==> config.mk <==
export PLATFORM = sky130hd
export DESIGN_NAME = alu_sequencer
export DESIGN_NICKNAME = d
export VERILOG_FILES = /design/src/rtl/alu_pkg.sv /design/src/rtl/alu_regfile.sv /design/src/rtl/alu_sequencer.sv
export SDC_FILE = /design/constraint.sdc
export NUM_CORES = 1
export LEC_CHECK = 0
export CAP_MARGIN = 20
export CELL_PAD_IN_SITES_DETAIL_PLACEMENT = 0
export CELL_PAD_IN_SITES_GLOBAL_PLACEMENT = 1
export CORE_MARGIN = 3
export CORE_UTILIZATION = 40
export CTS_BUF_LIST = sky130_fd_sc_hd__clkbuf_8 sky130_fd_sc_hd__clkbuf_16
export CTS_CLUSTER_SIZE = 16
export DETAILED_ROUTE_END_ITERATION = 8
export GPL_TIMING_DRIVEN = 0
export PLACE_DENSITY = 0.83
export REMOVE_ABC_BUFFERS = 1
export SYNTH_ARGS = -nofsm -noshare
export SYNTH_HDL_FRONTEND = slang
export SYNTH_SLANG_ARGS = --single-unit
==> constraint.sdc <==
create_clock -name clk -period 3 [get_ports clk]
set_input_delay 0.9 -clock clk [delete_from_list [all_inputs] [get_ports clk]]
set_output_delay 0.9 -clock clk [all_outputs]
set_load 0.01 [all_outputs]
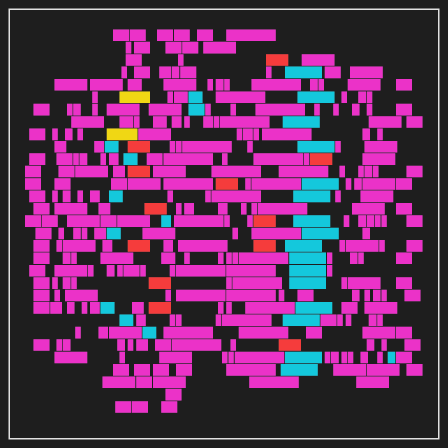
(cells by drive strength)
Key: _3 and _4 cells = yellow [cells 2, share 0.60%, most used nor3b_4]; _6 and larger = red [cells 12, share 3.6%, most used clkbuf_8]; _2 cells = cyan [cells 27, share 8.1%, most used mux4_2]; _0 and _1 cells = magenta [cells 292, share 88%, most used nand2_1]
Non-CTS buffers: 58
P&R area growth vs syn: 26.0%
slack of the critical path: 514 ps

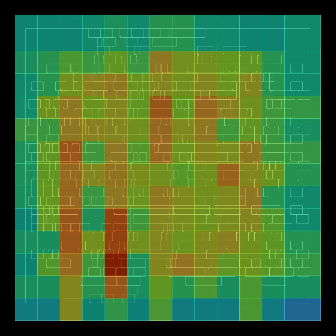
(track usage over the die)
routed length per placed instance: 13.8 um
layer carrying the most global-route usage: met2

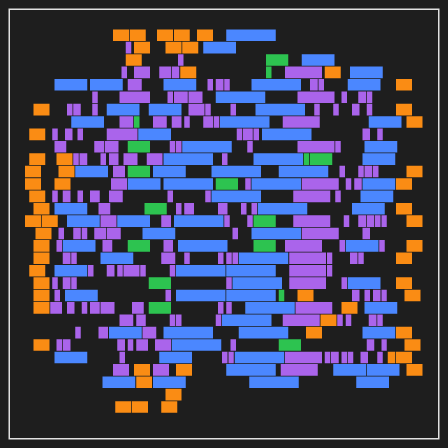
(cells colored by class)
Key: clock drivers and dummy loads = green [cells 16, share of their area 4.8%]; other buffers and delay cells = orange [cells 58, share of their area 15%]; flops = blue [cells 72, share of their area 47%]; combinational and other logic = purple [cells 187, share of their area 33%]
Placement Rows: 31
core area: 7370 um^2
Final Core Density: 52.9%
final instance area: 3900 um^2
fraction of area in registers: 45.2%

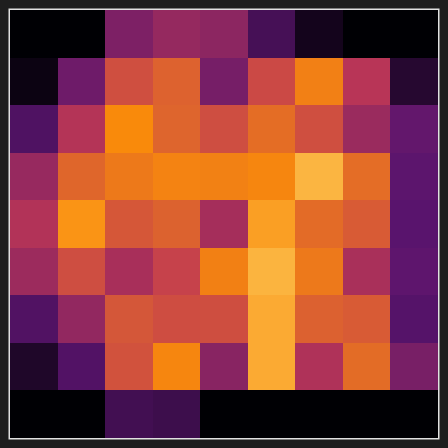
(placement density heat map)
9 x 9 tiles, from black (low) to pale yellow (high), 0 to 100% covered.
14% of the tiles are nearly empty. The densest ninth of the die: center. 7.4% of the tiles are over 75% full. The emptiest ninth of the die: lower left.
fp util: 42.0%

==> impl_summary.log <==
[flow] final metrics
INFO  metric setup-violations-final = 0
INFO  metric power.net_switching = 469 uW
INFO  metric numClockSinks = 72
INFO  metric synth_flop_count = 72
INFO  metric slew-limit-headroom = 30.0%
INFO  metric power_per_cell_area = 521 nW/um^2
INFO  metric die-width = 93.9 um
INFO  metric vdd_drop_max = 0.216 mV
INFO  metric yosys-top-cells-count = 58 x sky130_fd_sc_hd__nand2_1, 40 x sky130_fd_sc_hd__dfxtp_1, 32 x sky130_fd_sc_hd__edfxtp_1
INFO  metric clock_tree.htree_level_count = 3
INFO  metric fillCellCount = 680
INFO  metric area.sequential = 1760 um^2
INFO  metric logic_area = 1220 um^2
INFO  metric clockBufferDepth = 2
INFO  metric synth_async_sr_flop_share = 0%
INFO  metric status = complete, no violations
INFO  metric synthTopCellsByArea = sky130_fd_sc_hd__edfxtp_1 31%, sky130_fd_sc_hd__dfxtp_1 26%, sky130_fd_sc_hd__mux4_2 12%, sky130_fd_sc_hd__nand2_1 7.0%, sky130_fd_sc_hd__a21oi_1 4.7%
INFO  metric dr_total_vias = 2,089
INFO  metric critPathMaxFanout = 7
INFO  metric internal_power = 1560 uW
INFO  metric worstSetupEndpointType = output port
INFO  metric design_power_total = 2030 uW
INFO  metric tritoncts = done
INFO  metric cts_resized = 0
INFO  metric power.leakage = 0.00151 uW
INFO  metric max_clock_freq = 0.402 GHz
INFO  metric finalWeightedCongestion = 0.767
INFO  metric io-pin-count = 59
INFO  metric antenna_found_initial = 0
INFO  metric holdCritPathClass = flip-flop to flip-flop
INFO  metric grt_overflow = 0
INFO  metric timing.critical_path.arrival = 1590 ps
INFO  metric ys_cells = 275
INFO  metric first_pass_iters = 4
INFO  metric drv_slew = 0
INFO  metric critPathKind = flip-flop to output port
INFO  metric share_comb_of_total_power = 11.8%
INFO  metric synthDistinctLibCells = 27
INFO  metric postSynth.topFlopCell = sky130_fd_sc_hd__dfxtp_1
INFO  metric timing_hold_violations_final = 0
INFO  metric placedInstanceArea = 3720 um^2
INFO  metric io_buffers = 58
INFO  metric critical_path.startpoint_type = flip-flop
INFO  metric ff2ff_setup_slack = 1110 ps
INFO  metric worst_skew_pair.late_latency = 340 ps
INFO  metric synthesis.yosys.warnings = 0
INFO  metric worst_ep_required_time = 2100 ps
INFO  metric detailed_place_hpwl = 4380 um
INFO  metric design.final.nets = 356
INFO  metric period_used_share = 82.9%
INFO  metric die_area = 8820 um^2
INFO  metric synth_area = 3090 um^2
INFO  metric max_cap_viol_count = 0
INFO  metric worstMarginPinSlew = 1050 ps
INFO  metric layout-drive-gt1-share = 12.3%
INFO  metric power.switching_fraction = 23.1%
INFO  metric final_antenna_net_count = 0
INFO  metric unrepaired_setup_endpoints_after_global_routing = no
INFO  metric grt_first_pass_wirelength = 10,100 um
INFO  metric cts_setup_buffers = 0
INFO  metric die_y = 93.9 um
INFO  metric first_global_vias = 2,087
INFO  metric post_synth.cell_area_avg = 11.2 um^2
INFO  metric dominant_cell_type_by_area_after_synthesis = sky130_fd_sc_hd__edfxtp_1
INFO  metric detail_route.drc_violations = 0
INFO  metric yosys.area.top_type_share = 31.1%
INFO  metric min_delay_path_depth = 2
metal layers:
metal | track usage, % | wire, um | up-vias
li1 | - | - | 1070
met1 | 18.7 | 2670 | 948
met2 | 24.3 | 2880 | 62
met3 | 3.21 | 311 | 9
met4 | 8.90 | 123 | 0
met5 | 0 | 0 | -
power groups by stage:
stage	Clock [uW]	Sequential [uW]	Combinational (uW)
global placement	0	1130	242
detailed placement	0	1130	244
finish	681	1110	240
floorplan	0	1130	114
CTS	700	1110	245
global route	752	1110	264
metrics by stage:
stage	worst slack [ps]	hold slack [ps]	utilization, %	std cells
6_report	514	453	52.9	432
3_3_place_gp	-848	439	50.5	416
2_1_floorplan	975	426	-	259
3_5_place_dp	227	443	50.4	416
4_1_cts	489	453	52.9	432
5_1_grt	405	468	52.9	432
logic make-up after synthesis:
family,synth area share [%]
flops,57.0
compound gates,11.8
simple gates,15.7
buf+inv,3.56
mux,12.0
critical path, cell delays in order, from the launching register on:
cell                              delay (ps)
sky130_fd_sc_hd__dfxtp_1                 520
sky130_fd_sc_hd__and2b_1                 200
sky130_fd_sc_hd__clkdlybuf4s50_1         530
final cells by class:
type	count	area share (%)
flip-flops and latches	72	45.2
multi-input cells	178	31.3
repair buffers	58	14.8
clock buffers	12	4.24
well taps	99	3.18
inverters	9	0.867
clock inverters	4	0.385
Power figures rest on the tool's default switching activity, not on a simulated workload.
